[src/rtl/sevenseg_decoder_pkg.sv]
// sevenseg_pkg: shared seven-segment definitions.
//   - gfedcba pattern constants for digits 0-9 and blank (also used by the driver)
//   - code constants for blank and invalid patterns
//   - lock FSM state type
//   - seg_decode(): pattern -> {invalid, code}
package sevenseg_pkg;

   localparam logic [6:0] SEG_0     = 7'h3F;
   localparam logic [6:0] SEG_1     = 7'h06;
   localparam logic [6:0] SEG_2     = 7'h5B;
   localparam logic [6:0] SEG_3     = 7'h4F;
   localparam logic [6:0] SEG_4     = 7'h66;
   localparam logic [6:0] SEG_5     = 7'h6D;
   localparam logic [6:0] SEG_6     = 7'h7D;
   localparam logic [6:0] SEG_7     = 7'h07;
   localparam logic [6:0] SEG_8     = 7'h7F;
   localparam logic [6:0] SEG_9     = 7'h6F;
   localparam logic [6:0] SEG_BLANK = 7'h00;

   localparam logic [3:0] CODE_BLANK   = 4'd12;
   localparam logic [3:0] CODE_INVALID = 4'd15;

   typedef struct packed {
      logic       invalid;
      logic [3:0] code;
   } seg_code_t;

   typedef enum logic [1:0] {
      ST_UNLOCKED,
      ST_SETTLING,
      ST_LOCKED
   } lock_state_t;

   function automatic seg_code_t seg_decode(input logic [6:0] pat);
      seg_code_t r;
      r.invalid = 1'b0;
      case (pat)
         SEG_0:     r.code = 4'd0;
         SEG_1:     r.code = 4'd1;
         SEG_2:     r.code = 4'd2;
         SEG_3:     r.code = 4'd3;
         SEG_4:     r.code = 4'd4;
         SEG_5:     r.code = 4'd5;
         SEG_6:     r.code = 4'd6;
         SEG_7:     r.code = 4'd7;
         SEG_8:     r.code = 4'd8;
         SEG_9:     r.code = 4'd9;
         SEG_BLANK: r.code = CODE_BLANK;
         default: begin
            r.code    = CODE_INVALID;
            r.invalid = 1'b1;
         end
      endcase
      return r;
   endfunction

endpackage

[src/rtl/sevenseg_decoder_if.sv]
// sevenseg_decoder_if: history FIFO read port of sevenseg_decoder.
//   rd_en     pop the FIFO head
//   rd_data   FIFO head {invalid, value}, first-word fall-through
//   empty     FIFO empty
//   full      FIFO full
//   overflow  sticky: a push was dropped
// master = consumer of the history, slave = the decoder.
interface sevenseg_decoder_if;

   logic       rd_en;
   logic [4:0] rd_data;
   logic       empty;
   logic       full;
   logic       overflow;

   modport master (output rd_en, input rd_data, empty, full, overflow);
   modport slave  (input rd_en, output rd_data, empty, full, overflow);

endinterface

[src/rtl/sevenseg_decoder_fifo.sv]
// seg_history_fifo: small first-word fall-through FIFO of committed codes.
//   clk, rst_n   clock, asynchronous active-low reset
//   push, wdata  write request and 5-bit entry
//   rd_en        pop request (ignored while empty)
//   rd_data      head entry, 0 while empty
//   empty, full  occupancy flags
//   overflow     sticky, set when a push is dropped; cleared only by reset
// Pointers carry one extra wrap bit so full/empty need no counter.
module seg_history_fifo #(
   parameter int unsigned DEPTH = 4
) (
   input  logic       clk,
   input  logic       rst_n,
   input  logic       push,
   input  logic [4:0] wdata,
   input  logic       rd_en,
   output logic [4:0] rd_data,
   output logic       empty,
   output logic       full,
   output logic       overflow
);

   localparam int unsigned AW = $clog2(DEPTH);

   logic [4:0]  mem_q [DEPTH];
   logic [AW:0] wptr_q, wptr_d;
   logic [AW:0] rptr_q, rptr_d;
   logic        overflow_q, overflow_d;
   logic        do_push, do_pop;

   always_comb begin
      empty    = (wptr_q == rptr_q);
      full     = (wptr_q[AW] != rptr_q[AW]) && (wptr_q[AW-1:0] == rptr_q[AW-1:0]);
      do_pop   = rd_en && !empty;
      // A pop in the same cycle frees the slot, so a push into a full FIFO still lands.
      do_push  = push && (!full || do_pop);
      wptr_d   = wptr_q;
      rptr_d   = rptr_q;
      overflow_d = overflow_q;
      if (do_push) wptr_d = wptr_q + 1'b1;
      if (do_pop)  rptr_d = rptr_q + 1'b1;
      if (push && !do_push) overflow_d = 1'b1;
      rd_data  = empty ? '0 : mem_q[rptr_q[AW-1:0]];
      overflow = overflow_q;
   end

   always_ff @(posedge clk or negedge rst_n) begin
      if (!rst_n) begin
         wptr_q     <= '0;
         rptr_q     <= '0;
         overflow_q <= 1'b0;
      end else begin
         wptr_q     <= wptr_d;
         rptr_q     <= rptr_d;
         overflow_q <= overflow_d;
      end
   end

   always_ff @(posedge clk) begin
      if (do_push) mem_q[wptr_q[AW-1:0]] <= wdata;
   end

endmodule

[src/rtl/sevenseg_decoder.sv]
// sevenseg_decoder: samples an asynchronous 7-bit segment bus, waits for it to
// be stable for STABLE_CYCLES synchronized samples, and decodes it to a digit code.
//   clk, rst_n    clock, asynchronous active-low reset
//   seg_in        {g,f,e,d,c,b,a}, active high, asynchronous to clk
//   value         last committed code (0-9 digit, 12 blank, 15 invalid)
//   value_valid   a pattern has been committed since reset
//   invalid       last committed pattern is not in the decode table
//   change_pulse  one-cycle strobe per commit
//   hist          history FIFO read port (sevenseg_decoder_if.slave)
// Optional history FIFO: define SEVENSEG_DECODER_HISTORY_EN. Without it the
// read port ties off to empty and rd_en is ignored.
module sevenseg_decoder
   import sevenseg_pkg::*;
#(
   parameter int unsigned STABLE_CYCLES = 4,
   parameter int unsigned DEPTH         = 4
) (
   input  logic                     clk,
   input  logic                     rst_n,
   input  logic [6:0]               seg_in,
   output logic [3:0]               value,
   output logic                     value_valid,
   output logic                     invalid,
   output logic                     change_pulse,
   sevenseg_decoder_if.slave        hist
);

   localparam logic [7:0] HIT_CNT = 8'(STABLE_CYCLES - 1);

   logic [6:0]  sync1_q;
   logic [6:0]  s_q;
   logic [6:0]  s_prev_q;
   logic [7:0]  cnt_q, cnt_d;
   lock_state_t state_q, state_d;
   logic [6:0]  locked_q, locked_d;
   logic [3:0]  value_q, value_d;
   logic        invalid_q, invalid_d;
   logic        valid_q, valid_d;
   logic        pulse_q, pulse_d;
   logic        stable, hit, commit;
   seg_code_t   dec;

   always_comb begin
      stable = (s_q == s_prev_q);
      cnt_d  = '0;
      if (stable) cnt_d = (cnt_q == 8'hFF) ? cnt_q : cnt_q + 8'd1;
      // cnt still holds the old run length on the cycle s changes; the stable
      // term keeps a single new sample from committing on a stale count.
      hit    = stable && (cnt_q == HIT_CNT);
      dec    = seg_decode(s_q);

      state_d = state_q;
      commit  = 1'b0;
      case (state_q)
         ST_UNLOCKED: begin
            if (hit) begin
               commit  = 1'b1;
               state_d = ST_LOCKED;
            end
         end
         ST_LOCKED: begin
            if (s_q != locked_q) state_d = ST_SETTLING;
         end
         ST_SETTLING: begin
            if (s_q == locked_q) begin
               state_d = ST_LOCKED;
            end else if (hit) begin
               commit  = 1'b1;
               state_d = ST_LOCKED;
            end
         end
         default: state_d = ST_UNLOCKED;
      endcase

      locked_d  = locked_q;
      value_d   = value_q;
      invalid_d = invalid_q;
      valid_d   = valid_q;
      pulse_d   = commit;
      if (commit) begin
         locked_d  = s_q;
         value_d   = dec.code;
         invalid_d = dec.invalid;
         valid_d   = 1'b1;
      end
   end

   always_ff @(posedge clk or negedge rst_n) begin
      if (!rst_n) begin
         sync1_q   <= '0;
         s_q       <= '0;
         s_prev_q  <= '0;
         cnt_q     <= '0;
         state_q   <= ST_UNLOCKED;
         locked_q  <= '0;
         value_q   <= CODE_BLANK;
         invalid_q <= 1'b0;
         valid_q   <= 1'b0;
         pulse_q   <= 1'b0;
      end else begin
         sync1_q   <= seg_in;
         s_q       <= sync1_q;
         s_prev_q  <= s_q;
         cnt_q     <= cnt_d;
         state_q   <= state_d;
         locked_q  <= locked_d;
         value_q   <= value_d;
         invalid_q <= invalid_d;
         valid_q   <= valid_d;
         pulse_q   <= pulse_d;
      end
   end

   assign value        = value_q;
   assign invalid      = invalid_q;
   assign value_valid  = valid_q;
   assign change_pulse = pulse_q;

`ifdef SEVENSEG_DECODER_HISTORY_EN
   // Pushed on the commit edge itself so the entry is visible with change_pulse.
   seg_history_fifo #(
      .DEPTH (DEPTH)
   ) u_hist (
      .clk      (clk),
      .rst_n    (rst_n),
      .push     (commit),
      .wdata    (dec),
      .rd_en    (hist.rd_en),
      .rd_data  (hist.rd_data),
      .empty    (hist.empty),
      .full     (hist.full),
      .overflow (hist.overflow)
   );
`else
   localparam int unsigned HIST_DEPTH_UNUSED = DEPTH;
   logic unused_rd_en;
   assign unused_rd_en  = hist.rd_en;
   assign hist.rd_data  = '0;
   assign hist.empty    = 1'b1;
   assign hist.full     = 1'b0;
   assign hist.overflow = 1'b0;
`endif

endmodule
[src/flat_wrapper.sv]
// flat-port wrapper written by rule: the top's interface ports become plain ports
module sevenseg_decoder_flat import sevenseg_pkg::*;
#(
   parameter int unsigned STABLE_CYCLES = 4,
   parameter int unsigned DEPTH         = 4
)
  (clk, rst_n, seg_in, value, value_valid, invalid, change_pulse, hist_rd_en, hist_rd_data, hist_empty, hist_full, hist_overflow);
  sevenseg_decoder_if hist_i ();
  input  logic clk;
  input  logic rst_n;
  input  logic [6:0] seg_in;
  output logic [3:0] value;
  output logic value_valid;
  output logic invalid;
  output logic change_pulse;
  input wire logic [$bits(hist_i.rd_en)-1:0] hist_rd_en;
  output wire logic [$bits(hist_i.rd_data)-1:0] hist_rd_data;
  output wire logic [$bits(hist_i.empty)-1:0] hist_empty;
  output wire logic [$bits(hist_i.full)-1:0] hist_full;
  output wire logic [$bits(hist_i.overflow)-1:0] hist_overflow;
  assign hist_i.rd_en = hist_rd_en;
  assign hist_rd_data = hist_i.rd_data;
  assign hist_empty = hist_i.empty;
  assign hist_full = hist_i.full;
  assign hist_overflow = hist_i.overflow;
  sevenseg_decoder #(.STABLE_CYCLES(STABLE_CYCLES), .DEPTH(DEPTH)) u_core (.clk(clk), .rst_n(rst_n), .seg_in(seg_in), .value(value), .value_valid(value_valid), .invalid(invalid), .change_pulse(change_pulse), .hist(hist_i));
endmodule
[config.mk]
export PLATFORM = sky130hd
export DESIGN_NAME = sevenseg_decoder_flat
export DESIGN_NICKNAME = d
export VERILOG_FILES = /design/src/rtl/sevenseg_decoder_pkg.sv /design/src/rtl/sevenseg_decoder_if.sv /design/src/rtl/sevenseg_decoder_fifo.sv /design/src/rtl/sevenseg_decoder.sv /design/src/flat_wrapper.sv
export SDC_FILE = /design/constraint.sdc
export NUM_CORES = 1
export LEC_CHECK = 0
export CAP_MARGIN = 20
export CORE_MARGIN = 2
export CORE_UTILIZATION = 49
export CTS_BUF_LIST = sky130_fd_sc_hd__clkbuf_16
export DETAILED_ROUTE_END_ITERATION = 8
export PLACE_DENSITY = 0.81
export SLEW_MARGIN = 0
export SYNTH_ARGS = -nofsm -noshare
export SYNTH_HDL_FRONTEND = slang
export SYNTH_SLANG_ARGS = --single-unit
export TNS_END_PERCENT = 50
[constraint.sdc]
create_clock -name clk -period 2.2 [get_ports clk]
set_input_delay 0.44 -clock clk [delete_from_list [all_inputs] [get_ports clk]]
set_output_delay 0.44 -clock clk [all_outputs]
set_load 0.03 [all_outputs]
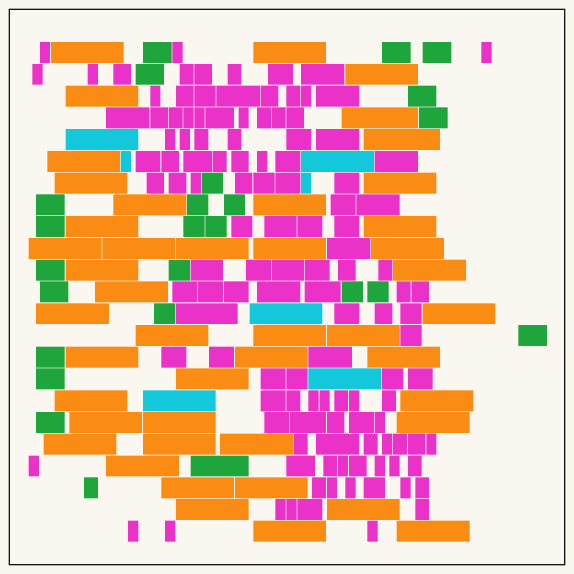
run_1/placement_by_type.png
Scale: 8 px per micron.
legend:
  magenta:
    class: combinational and other logic
    cells: 122
    share_of_their_area: 37%
  cyan:
    class: clock drivers and dummy loads
    cells: 7
    share_of_their_area: 5.6%
  green:
    class: remaining buffers and delay cells
    cells: 25
    share_of_their_area: 9.8%
  orange:
    class: sequential cells
    cells: 45
    share_of_their_area: 48%
design area: 2430 sq um
Rows: 23
flop share of the area: 0.464
final core occ: 0.599
Core Box Area: 4060 sq um

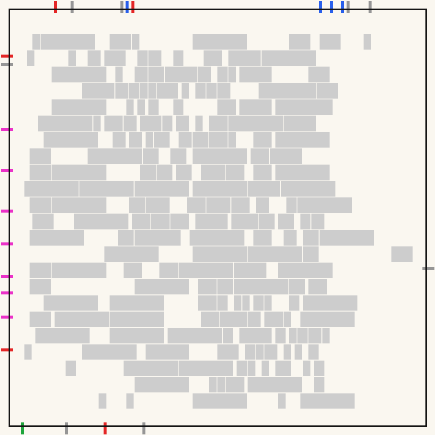
run_1/io_placement.png
Scale: 6 px per micron. Pins as bars across the die edge, other pins in grey.
legend:
  blue:
    port: value
    pins: 4
    direction: output
    edge: top
  green:
    port: hist_rd_en
    pins: 1
    direction: input
    edge: bottom
  magenta:
    port: seg_in
    pins: 7
    direction: input
    edge: left
  red:
    port: hist_rd_data
    pins: 5
    direction: output
    edge: 2 top, 2 left, 1 bottom
die width: 69.2 microns
Die Y: 69.2 microns
Port Buf Inserts: 15

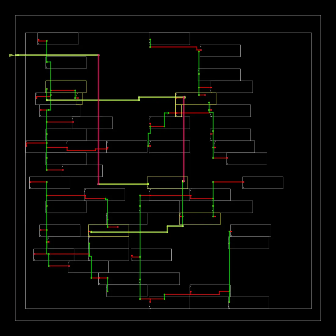
run_1/clocks.png
clk_skew: 0.00605 ns
clk latency late pin: 0.28 ns

==> ci_impl_report.md, run 1 <==
## PnR job results

| Metric | Value |
|---|---|
| Xor/xnor share | `0.0756` |
| Synth Flop Type | `dfrtp_1` |
| Core utilization at floorplan | `0.514` |
| Synth Area per Inst | `11.7 sq um` |
| TNS Setup | `0 ns` |
| Adder Share, Synth | `0.00600` |
| DR pass1 iterations | `4` |
| Area fraction in compound gates | `0.0570` |
| Layout Nets | `210` |
| Reg2reg path depth | `5` |
| N_diodes | `0` |
| First-pass GRT wire length | `5860 microns` |
| Setup violations, final | `0` |
| Fin crit period | `2.03 ns` |
| WP data arrival | `2.19 ns` |
| Synth cell types | `44` |
| #FFs+latches synth | `between 40 and 50` |
| DRT antenna net count | `0` |
| P_leak | `0.00108 uW` |
| FMAX | `between 400 and 500 MHz` |
| Post-synth seq share | `0.541` |
| Worst slew pin tran | `0.509 ns` |
| Initial antenna violation count | `0` |
| Clock buffer count from CTS | `5` |
| Initial drt markers | `91` |
| # fillers | `328` |
| IO Count | `25` |
| Power per standard cell area | `680 nW/um^2` |
| Synth Instances | `between 150 and 200` |
| Final hold viol count | `0` |
| Worst-case clock buffer depth | `2` |
| Die area | `roughly 4800 sq um` |
| Multiplexer share | `0.0858` |
| Largest net degree at the start of global routing | `24` |
| Clock root buffer | `clkbuf_16` |
| Crit share post-route | `0.925` |
| Critical path cell sequence | `or4_1 -> a211oi_1 -> nand2b_1 -> o211ai_1 -> mux2_4` |
| Clk slew on worst S/H paths | `0.05 ns` |
| RSZ-0062 raised after global routing | `false` |
| WP data required | `2.36 ns` |
| Via/cell ratio | `about 5.3` |
| Synth Warn # | `0` |
| Comb area | `870 sq um` |
| Post-DP HPWL | `about 2300 microns` |
| Setup crit start kind | `register` |
| Yosys Instances | `~180` |
| Hold crit path type | `in -> async` |
| Layout cells sized above 1 | `0.176` |
| Post-CTS resize count | `0` |
| Clock sinks | `45` |
| Worst Path Max Fanout | `8` |
| Yosys Chip Area | `approximately 2100 sq um` |
| Slowest stage delay, CP | `0.51 ns` |
| Synth async-reset ratio | `1.00` |
| EDFF count, synth | `0` |
| Slew HR | `0.661` |
| Comb area leader | `simple AND/OR/NAND/NOR gates` |
| Global Route Usage Sum | `0.156` |
| Maxcap violations | `0` |
| Post CTS Setup Buffer Count | `0` |
| Peak VDD IR | `0.488 mV` |
| WS Path Type | `reg -> reg` |
| Total Routed Length | `3250 microns` |
| Detailed-route DRC error count | `0` |
| Slowest-stage cell, CP | `or4_1` |
| TritonCTS clock tree | `built` |
| Synthesized cell area | `2090 sq um` |
| Flop area | `1130 sq um` |
| CTS H-tree lvls | `2` |
| Vias in the first global route | `1,291` |
| Outcome | `finished clean` |
| Via count | `between 1,000 and 1,500` |
| Synth-to-layout area growth | `16.5%` |
| Most frequent logic cell in the layout | `dfrtp_1` |
| Most frequent cells in the layout | `dfrtp_1, nor2_1, clkdlybuf4s50_1` |
| Setup crit end kind | `register` |
| Log Warnings | `27` |
| Gpl congestion | `around 0.83` |
| Max-slew violations | `0` |
| Routed length per instance | `13.1 microns` |
| Simple-Gate Area Share | `0.175` |
| Grt total ovfl | `0` |
| Hold slack | `0.131 ns` |
| Cts hold-fix bufs | `0` |
run 1: per-stage QoR:
step / power [uW] / worst slack, ns / cell area, sq um / util / std cells
CTS: 1680 / 0.110 / 2420 / 0.597 / 249
detailed placement: 999 / 0.132 / 2290 / 0.565 / 242
finish: 1650 / 0.166 / 2430 / 0.599 / 249
floorplan: 959 / 0.154 / 2110 / - / 184
global placement: 994 / 0.162 / 2290 / 0.565 / 242
global route: 1730 / 0.0248 / 2430 / 0.599 / 249
run 1: cells by family (layout without fill, tap and decap cells):
group                      after synthesis  in the layout
other                                    2              8
and+or+nand+nor                         63             63
adders and majority gates                1              1
buffers and inverters                   18             33
AOI/OAI and AO/OA                       18             18
xor gates and xnor gates                18             18
muxes                                   13             13
DFF                                     45             45
run 1: synth_stat cells (3+ instances only):
cell type / number / share of area
o21ai_0: 4 / 0.0096
nand2b_1: 6 / 0.018
mux2_4: 9 / 0.065
clkbuf_1: 4 / 0.0072
nand3_1: 7 / 0.017
nor3_1: 7 / 0.017
xor2_1: 9 / 0.038
mux2_2: 3 / 0.016
nand4_1: 3 / 0.0090
xnor2_1: 9 / 0.038
nor2_1: 16 / 0.029
and3_1: 3 / 0.0090
buf_2: 3 / 0.0072
buf_4: 8 / 0.029
a21oi_1: 4 / 0.0096
dfrtp_1: 43 / 0.52
nand2_1: 7 / 0.013
run 1: flip-flops by register name, indices dropped and copies added (netlist names):
signal / cells
u_core.value: 4
u_core.change_pulse: 1
u_core.s_q: 7
u_core.locked_q: 7
u_core.value_valid: 1
u_core.cnt_q: 8
u_core.sync1_q: 7
u_core.s_prev_q: 7
u_core.invalid: 1
u_core.state_q: 2
run 1: power by group:
part           internal [uW]  leakage (uW)  switching [uW]
Sequential               848      0.000573            14.1
Combinational           46.8      0.000439            73.2
Clock                    405     0.0000685             265
Total                   1300       0.00108             352
run 1: layer usage:
metal / vias up / GRT usage / share of wire
met5: - / 0 / 0
met4: 0 / 0.0610 / 0.015
met3: 4 / 0.0480 / 0.037
met2: 22 / 0.253 / 0.50
met1: 654 / 0.194 / 0.45
li1: 645 / - / -
run 1: critical path, delay by kind of cell, from the launching register on:
kind / cells / cell delay, ns
compound gates: 2 / 0.42
flops: 1 / 0.49
mux: 1 / 0.27
simple gates: 2 / 0.74
run 1: cell type report:
cell class	instances	area share
Sequential cell	45	0.464
Clock buffer	5	0.0515
Inverter	1	0.00154
Timing Repair Buffer	25	0.0958
Clock inverter	2	0.00309
Multi-Input combinational cell	121	0.358
Tap cell	50	0.0257
run 1: path summary, 6_finish.rpt:
check / from / to / slack, ns
worst min-delay path: rst_n / u_core.s_q[0]$_DFF_PN0_ / 0.13
worst max register to register: u_core.s_q[5]$_DFF_PN0_ / u_core.value[1]$_DFFE_PN0P_ / 0.17
min in group clk: u_core.sync1_q[0]$_DFF_PN0_ / u_core.s_q[0]$_DFF_PN0_ / 0.35
worst max-delay path: u_core.s_q[5]$_DFF_PN0_ / u_core.value[1]$_DFFE_PN0P_ / 0.17
worst min register to register: u_core.sync1_q[0]$_DFF_PN0_ / u_core.s_q[0]$_DFF_PN0_ / 0.35
max in group asynchronous: rst_n / u_core.locked_q[6]$_DFFE_PN0P_ / 1.58
==> run 1 -> run 2 <==
--- a/config.mk
+++ b/config.mk
@@ -6,11 +6,10 @@
 export NUM_CORES = 1
 export LEC_CHECK = 0
 export CAP_MARGIN = 20
-export CORE_MARGIN = 2
-export CORE_UTILIZATION = 49
+export CORE_UTILIZATION = 55
 export CTS_BUF_LIST = sky130_fd_sc_hd__clkbuf_16
 export DETAILED_ROUTE_END_ITERATION = 8
-export PLACE_DENSITY = 0.81
+export PLACE_DENSITY = 0.86
 export SLEW_MARGIN = 0
 export SYNTH_ARGS = -nofsm -noshare
 export SYNTH_HDL_FRONTEND = slang
==> constraint.sdc (replaced) <==
create_clock -name clk -period 2.16 [get_ports clk]
set_input_delay 0.432 -clock clk [delete_from_list [all_inputs] [get_ports clk]]
set_output_delay 0.432 -clock clk [all_outputs]
set_load 0.03 [all_outputs]
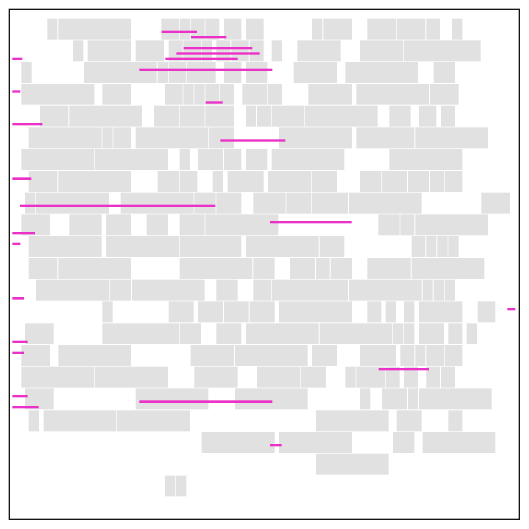
run_2/layer_met3.png
Scale: 8 px per micron.
share of all routed wire: 3.8%
longest straight run: 24.1 microns
nets with wire on the layer: 19
wire length on this layer: 139 microns
Total Routed Length: 3620 microns
GR Layer Usage met3: 0.0543
via count: 1,346

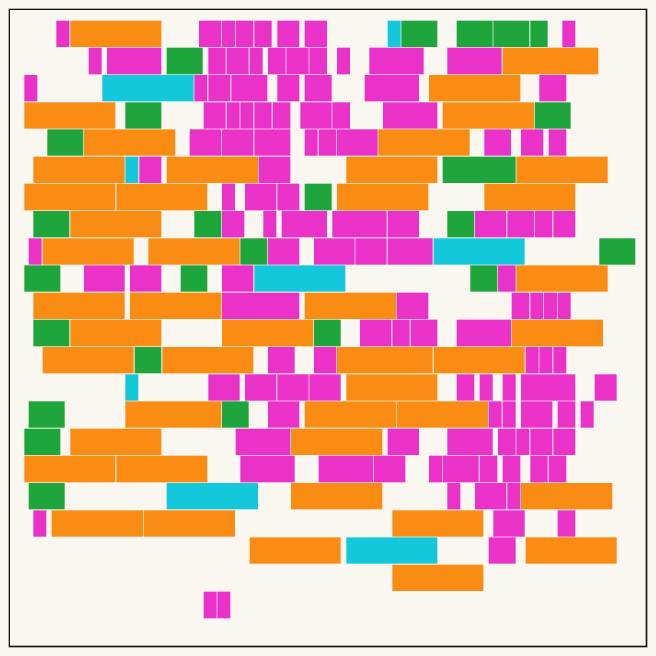
run_2/placement_by_type.png
Scale: 10 px per micron.
legend:
  green:
    class: remaining buffers and delay cells
    cells: 25
    share_of_their_area: 9.8%
  orange:
    class: sequential cells
    cells: 45
    share_of_their_area: 48%
  cyan:
    class: clock drivers and dummy loads
    cells: 8
    share_of_their_area: 5.7%
  magenta:
    class: combinational and other logic
    cells: 122
    share_of_their_area: 37%
design area: 2440 sq um
Rows: 22
flop share of the area: 0.464
final core occ: 0.666
Core Box Area: 3660 sq um

==> run 2 against run 1 <==
Routed wire length rose by 11%. Sequential power rose by 2%. Critical endpoint unchanged. Sequential cell count did not move.
==> ci_impl_report.md, run 2 <==
## PnR job results

| Metric | Value |
|---|---|
| Outcome | `finished clean` |
| Initial drt markers | `89 (-2.2%)` |
| FMAX | `493 MHz (+0.37%)` |
| Sw Ratio | `0.223 (+0.00980)` |
| Die Y | `63.6 microns (-8.2%)` |
| Most frequent logic cell in the layout | `dfrtp_1` |
| Gpl congestion | `0.808 (-2.2%)` |
| WP data arrival | `2.20 ns (about the same)` |
| Multiplexer share | `0.0858 (unchanged)` |
| Top cells by area | `dfrtp_1, mux2_4, xnor2_1, xor2_1, buf_4` |
| Post-synth seq share | `0.541 (unchanged)` |
| Max FFs per register | `8 (unchanged)` |
| IO Count | `25 (unchanged)` |
| Comb area leader | `simple AND/OR/NAND/NOR gates` |
| CTS H-tree lvls | `2 (unchanged)` |
| Initial antenna violation count | `0 (unchanged)` |
| Maxcap violations | `0 (unchanged)` |
| Yosys Instances | `178 (unchanged)` |
| Clock sinks | `45 (unchanged)` |
| Yosys Chip Area | `2090 sq um (unchanged)` |
| #FFs+latches synth | `45 (unchanged)` |
| Synth cell types | `44 (unchanged)` |
| EDFF count, synth | `0 (unchanged)` |
| Worst slew pin tran | `0.492 ns (-0.0161 ns)` |
| Synth async-reset ratio | `1.00 (unchanged)` |
| Top post-synthesis cells by count | `dfrtp_1, nor2_1, mux2_4, xnor2_1, xor2_1` |
| Power per standard cell area | `699 nW/um^2 (+2.9%)` |
| Worst Path Max Fanout | `11 (+3)` |
| Max-slew violations | `0 (unchanged)` |
| Clk latency late pin | `0.28 ns (about the same)` |
| P_int | `1320 uW (+1.9%)` |
| Xor/xnor share | `0.0756 (unchanged)` |
| Global Route Usage Sum | `0.205 (+0.0490)` |
| Met1 Use GR | `0.236 (+0.0423)` |
| Sequential power share | `0.516 (-0.006)` |
| Leading area contributor after synthesis | `dfrtp_1` |
| Grt total ovfl | `0 (unchanged)` |
| Slew HR | `0.669 (+0.00769)` |
| Synth Flop Type | `dfrtp_1` |
| Core utilization at floorplan | `0.570 (+0.0557)` |
| Comb pwr share | `0.070 (-0.003)` |
| Clock share of power | `0.413 (+0.007)` |
| Post-DP HPWL | `2590 microns (+12%)` |
| Clk slew on worst S/H paths | `0.06 ns (about the same)` |
| Clock buffer count from CTS | `5 (unchanged)` |
| Post-CTS resize count | `0 (unchanged)` |
| GR Layer Usage met2 | `0.351 (+0.0979)` |
| Clk_skew | `0.00507 ns (-0.000985 ns)` |
| DRT antenna net count | `0 (unchanged)` |
| Simple-Gate Area Share | `0.175 (unchanged)` |
| Synthesized cell area | `2090 sq um (unchanged)` |
| Count leader, synth | `dfrtp_1` |
| Final hold viol count | `0 (unchanged)` |
| TritonCTS clock tree | `built` |
| Detailed-route DRC error count | `0 (unchanged)` |
| Placed cell areas | `2290 sq um (-0.11%)` |
| Port Buf Inserts | `15 (unchanged)` |
| N_diodes | `0 (unchanged)` |
| Layout Nets | `210 (unchanged)` |
| Final total power | `1700 uW (+3.2%)` |
| Worst-case clock buffer depth | `2 (unchanged)` |
| Area fraction in compound gates | `0.0570 (unchanged)` |
| DR pass1 iterations | `6 (+2)` |
| First-pass GRT wire length | `6190 microns (+5.7%)` |
| Clock root buffer | `clkbuf_16` |
| Synth-to-layout area growth | `16.9%` |
| Post-synth top area share | `0.516 (unchanged)` |
| Die width | `63.6 microns (-8.2%)` |
| Setup crit start kind | `register` |
| Slowest-stage cell, CP | `or4_1` |
| WP data required | `2.33 ns (-0.03 ns)` |
| Slowest stage delay, CP | `0.56 ns (+0.05 ns)` |
| Via/cell ratio | `5.43 (+2.0%)` |
| Synth Warn # | `0 (unchanged)` |
| Synth Area per Inst | `11.7 sq um (unchanged)` |
| Largest net degree at the start of global routing | `24 (unchanged)` |
| GRT busiest layer | `met2` |
-- run 2: kinds of logic (layout without fill, tap and decap cells) --
family,count (synthesis),count (layout)
and+or+nand+nor,63,63
DFF,45,45
AOI/OAI and AO/OA,18,18
xor gates and xnor gates,18,18
buffers and inverters,18,34
muxes,13,13
other,2,8
adders and majority gates,1,1
-- run 2: worst max-delay path, delay by kind of cell, from the launching register on --
family	cells	cell delay, ns
muxes	1	0.27
and+or+nand+nor	2	0.77
DFF	1	0.49
AOI/OAI and AO/OA	2	0.39
-- run 2: stage by stage --
stage,utilization,instances,setup slack (ns)
final,0.666,248,0.134
after global routing,0.666,248,0.00644
after CTS,0.662,248,0.0475
after detailed placement,0.625,240,0.0634
after global placement,0.625,240,0.128
after floorplan,-,184,0.114
-- run 2: power groups by stage --
stage          clock [uW]  sequential, uW  combinational (uW)
4_1_cts               723             880                 121
3_3_place_gp            0             893                 114
3_5_place_dp            0             895                 120
6_report              705             880                 120
5_1_grt               748             882                 132
2_1_floorplan           0             888                88.4
-- run 2: routing by layer --
metal	part of all wire	vias up
met5	0	-
met4	0.018	0
met3	0.038	6
met2	0.53	35
met1	0.42	665
li1	-	640
-- run 2: worst paths after layout --
path / startpoint / to / slack [ns] / cells after the start
max: u_core.s_q[4]$_DFF_PN0_ / u_core.value[1]$_DFFE_PN0P_ / 0.13 / 5
min: rst_n / u_core.invalid$_DFFE_PN0P_ / 0.10 / 1
max reg2reg: u_core.s_q[4]$_DFF_PN0_ / u_core.value[1]$_DFFE_PN0P_ / 0.13 / 5
min reg2reg: u_core.sync1_q[5]$_DFF_PN0_ / u_core.s_q[5]$_DFF_PN0_ / 0.35 / 0
max in group asynchronous: rst_n / u_core.s_q[4]$_DFF_PN0_ / 1.49 / 2
min in group clk: u_core.sync1_q[5]$_DFF_PN0_ / u_core.s_q[5]$_DFF_PN0_ / 0.35 / 0
-- run 2: cell type report --
class                      count  area (sq um)
timing repair buffer          25           233
clock buffer                   5           125
sequential                    45          1130
fill                         265          1220
tap                           48          60.1
inverter                       1          3.75
multi-input combinational    121           875
clock inverter                 3          11.3
==> run 2 -> run 3 <==
--- a/config.mk
+++ b/config.mk
@@ -6,12 +6,13 @@
 export NUM_CORES = 1
 export LEC_CHECK = 0
 export CAP_MARGIN = 20
-export CORE_UTILIZATION = 55
+export CORE_UTILIZATION = 45
 export CTS_BUF_LIST = sky130_fd_sc_hd__clkbuf_16
 export DETAILED_ROUTE_END_ITERATION = 8
-export PLACE_DENSITY = 0.86
+export PLACE_DENSITY = 0.74
 export SLEW_MARGIN = 0
 export SYNTH_ARGS = -nofsm -noshare
 export SYNTH_HDL_FRONTEND = slang
+export SYNTH_HIERARCHICAL = 1
 export SYNTH_SLANG_ARGS = --single-unit
 export TNS_END_PERCENT = 50
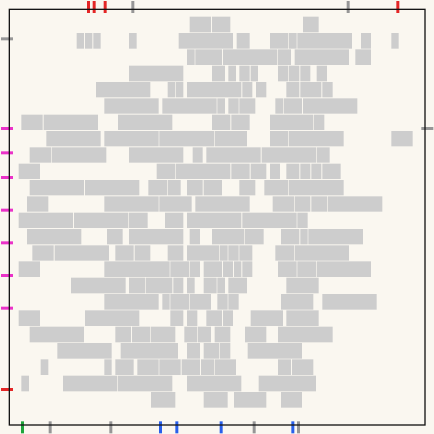
run_3/io_placement.png
Scale: 6 px per micron. Pins as bars across the die edge, other pins in grey.
legend:
  blue:
    port: value
    pins: 4
    direction: output
    edge: bottom
  red:
    port: hist_rd_data
    pins: 5
    direction: output
    edge: 4 top, 1 left
  magenta:
    port: seg_in
    pins: 7
    direction: input
    edge: left
  green:
    port: hist_rd_en
    pins: 1
    direction: input
    edge: bottom
all pins by edge: 9 left, 9 bottom, 6 top, 1 right
Die Y: 69.1 microns
die width: 69.1 microns

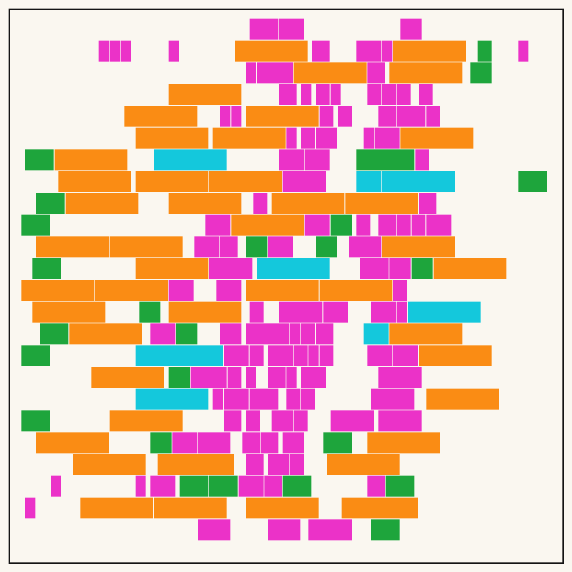
run_3/placement_by_type.png
Scale: 8 px per micron.
legend:
  green:
    class: remaining buffers and delay cells
    cells: 25
    share_of_their_area: 9.9%
  orange:
    class: sequential cells
    cells: 45
    share_of_their_area: 48%
  magenta:
    class: combinational and other logic
    cells: 113
    share_of_their_area: 35%
  cyan:
    class: clock drivers and dummy loads
    cells: 8
    share_of_their_area: 7.4%
design area: 2410 sq um
Core Box Area: 4320 sq um
flop share of the area: 0.468
Rows: 24
final core occ: 0.558

==> run 3 against run 2 <==
Core utilization shrank 11 points. Largest cell class unchanged. Combinational power shrank 7%. Sequential power is essentially flat. Largest power group is now clock.
==> ci_impl_report.md, run 3 <==
## PnR job results

| Metric | Value |
|---|---|
| First-pass GRT wire length | `6300 microns (+1.8%)` |
| Top cells by area | `dfrtp_1, mux2_4, xnor2_1, buf_4, dfstp_2` |
| Worst slew pin tran | `0.571 ns (+0.0787 ns)` |
| Setup crit start kind | `register` |
| RSZ-0062 raised after global routing | `false` |
| Hold crit path type | `in -> async` |
| Final hold viol count | `0 (unchanged)` |
| Cell Count, Final, Fillers Out | `243 (-2.0%)` |
| Die area | `4770 sq um` |
| Post-synth seq share | `0.558 (+0.0167)` |
| Synth Area per Inst | `12.0 sq um (+2.2%)` |
| Largest net degree at the start of global routing | `46 (+92%)` |
| Synth Flop Type | `dfrtp_1` |
| Most frequent logic cell in the layout | `dfrtp_1` |
| Initial drt markers | `135 (+52%)` |
| Log Warnings | `27` |
| Placed cell areas | `2230 sq um (-2.7%)` |
| TritonCTS clock tree | `built` |
| Max-slew violations | `0 (unchanged)` |
| # fillers | `370 (+40%)` |
| DRT antenna net count | `0 (unchanged)` |
| Layout Nets | `201 (-4.3%)` |
| Setup violations, final | `0` |
| Leading area contributor after synthesis | `dfrtp_1` |
| Maxcap violations | `0 (unchanged)` |
| Outcome | `finished clean` |
| FMAX | `490 MHz (-0.74%)` |
| Clk latency late pin | `0.29 ns (about the same)` |
| Synth cell types | `39 (-11%)` |
| Synth async-reset ratio | `1.00 (unchanged)` |
| EDFF count, synth | `0 (unchanged)` |
| Post-DP HPWL | `2340 microns (-9.9%)` |
| Placed cells | `234 (-2.5%)` |
| Slew HR | `0.615 (-0.0534)` |
| Count leader, synth | `dfrtp_1` |
| Flop area | `1130 sq um (-0.11%)` |
| Worst-case clock buffer depth | `2 (unchanged)` |
| Most frequent cells in the layout | `dfrtp_1, clkdlybuf4s50_1, xnor2_1, nand3_1, nor2_1` |
| Clk_skew | `0.00518 ns (+0.000106 ns)` |
| Worst Path Max Fanout | `13 (+2)` |
| Post-synth top area share | `0.532 (+0.0160)` |
| Setup crit end kind | `register` |
| TNS Setup | `0 ns` |
| Synth Instances | `169` |
| Yosys Instances | `169 (-5.1%)` |
| Core utilization at floorplan | `0.468 (-0.102)` |
| Grt total ovfl | `0 (unchanged)` |
| Comb area | `815 sq um (-6.9%)` |
| Clock buffer count from CTS | `5 (unchanged)` |
| Synth Warn # | `6 (+6)` |
| DR pass1 iterations | `4 (-2)` |
| Gpl congestion | `0.855 (+5.8%)` |
| Final total power | `1870 uW (+9.8%)` |
| Vias in the first global route | `1,382` |
| Fin crit period | `2.04 ns` |
| Initial antenna violation count | `0 (unchanged)` |
| Via count | `1,332 (-1.0%)` |
| Global Route Usage Sum | `0.168 (-0.0369)` |
| Detailed-route DRC error count | `0 (unchanged)` |
| Peak VDD IR | `roughly 0.5 mV` |
| Port Buf Inserts | `15 (unchanged)` |
| Routed length per instance | `14.3 microns` |
| P_leak | `0.00105 uW` |
| Max FFs per register | `8 (unchanged)` |
| #FFs+latches synth | `45 (unchanged)` |
| WS Path Type | `reg -> reg` |
| Synth-to-layout area growth | `19.3%` |
| Via/cell ratio | `5.48 (+1.0%)` |
| Clk slew on worst S/H paths | `0.06 ns (about the same)` |
| Top post-synthesis cells by count | `dfrtp_1, xnor2_1, nand3_1, nor2_1, mux2_4` |
| Layout cells sized above 1 | `0.178` |
| Yosys Chip Area | `2020 sq um (-3.0%)` |
| Clock sinks | `45 (unchanged)` |
| Power per standard cell area | `775 nW/um^2 (+11%)` |
| WP data required | `2.33 ns (about the same)` |
| Crit share post-route | `0.945` |
| N_diodes | `0 (unchanged)` |
| Clock root buffer | `clkbuf_16` |
| IO Count | `25 (unchanged)` |
| Synthesized cell area | `2020 sq um (-3.0%)` |
| WP data arrival | `2.21 ns (about the same)` |
| Total Routed Length | `3470 microns (-4.0%)` |
| Biggest register | `u_core/cnt_q` |
| CTS H-tree lvls | `2 (unchanged)` |
run 3: netlist changes by cell type in the layout (fill, tap and decap cells not counted), sizes merged, moves of 2 or more:
cell,change
a31oi,+2
and3,-3
inv,-2
nand2,-3
nand2b,-2
nand3,+3
nor2,-6
nor2b,+2
nor4,-2
o21ai,+3
o31ai,+2
xnor2,+3
xor2,-3
run 3: critical path, stage by stage, from the launching register on:
cell and delay, ns:
dfrtp_1 0.40, ha_1 0.25, nor4b_1 0.23, nand2_1 0.15, a2111o_1 0.41, buf_12 0.17
mux2_4 0.30
run 3: repair_timing:
action,CTS,global route
endpoints found under the hold margin,0,0
hold buffers,0,0
resized,0,1
setup buffers,0,1
setup endpoints to repair,0,9
run 3: cell type report:
type / instances / share of cell area
sequential: 45 / 0.468
multi-input combinational: 113 / 0.337
timing repair buffer: 25 / 0.0964
clock buffer: 5 / 0.0518
tap: 52 / 0.0270
clock inverter: 3 / 0.0197
run 3: logic make-up after synthesis:
logic type | share of synthesized area
AND/OR/NAND/NOR | 0.132
flip-flops | 0.558
AND-OR/OR-AND | 0.0798
XOR/XNOR | 0.0779
buffers and inverters | 0.0538
multiplexers | 0.0884
other | 0.00371
adder cells (fa/ha/maj) | 0.00618
run 3: metrics by stage:
stage                     worst slack [ns]  hold slack (ns)
final                                0.119            0.210
after global routing                0.0165            0.271
after CTS                           0.0102            0.240
after detailed placement            0.0393            0.340
after global placement              0.0673            0.332
after floorplan                     0.0517            0.136
run 3: path summary, 6_finish.rpt:
path,start,to,slack (ns),cells after the start
setup / recovery,u_core/cnt_q[0]$_DFFE_PN0P_,u_core/invalid$_DFFE_PN0P_,0.12,6
hold / removal,rst_n,u_core/cnt_q[7]$_DFFE_PN0P_,0.21,2
setup reg to reg,u_core/cnt_q[0]$_DFFE_PN0P_,u_core/invalid$_DFFE_PN0P_,0.12,6
hold reg to reg,u_core/sync1_q[1]$_DFF_PN0_,u_core/s_q[1]$_DFF_PN0_,0.35,0
max in group asynchronous,rst_n,u_core/value[3]$_DFFE_PN1P_,1.56,2
min in group clk,u_core/sync1_q[1]$_DFF_PN0_,u_core/s_q[1]$_DFF_PN0_,0.35,0
run 3: report_power, final:
group	total, uW	internal, uW	switching [uW]
registers	879	863	15.8
clock network	881	554	327
logic	112	43.1	69.0
run 3: routing by layer:
metal  up-vias  global-route usage  share of wire
li1        625                   -              -
met1       671               0.206           0.43
met2        27               0.266           0.51
met3         9              0.0468          0.030
met4         0              0.0930          0.027
met5         -                   0              0

## Gallery

Routed metal per tile.
panel A
Scale: 4 px per micron. 14 x 14 tiles, from dark purple (low) to yellow (high), scaled to the fullest tile. Values are wire area over tile area, all layers added.
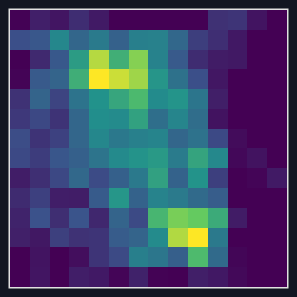
panel B
Scale: 4 px per micron. 14 x 14 tiles, from dark purple (low) to yellow (high), scaled to the fullest tile. Values are wire area over tile area, all layers added.
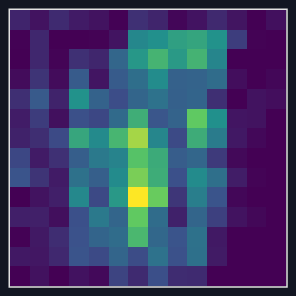
panel C
Scale: 4 px per micron. 13 x 13 tiles, from dark purple (low) to yellow (high), scaled to the fullest tile. Values are wire area over tile area, all layers added.
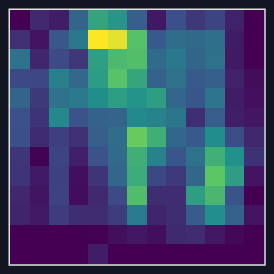
- panel B = run 3
- panel C = run 2
- panel A = run 1

No activity file was given, so power comes from the tool's default toggle rates.
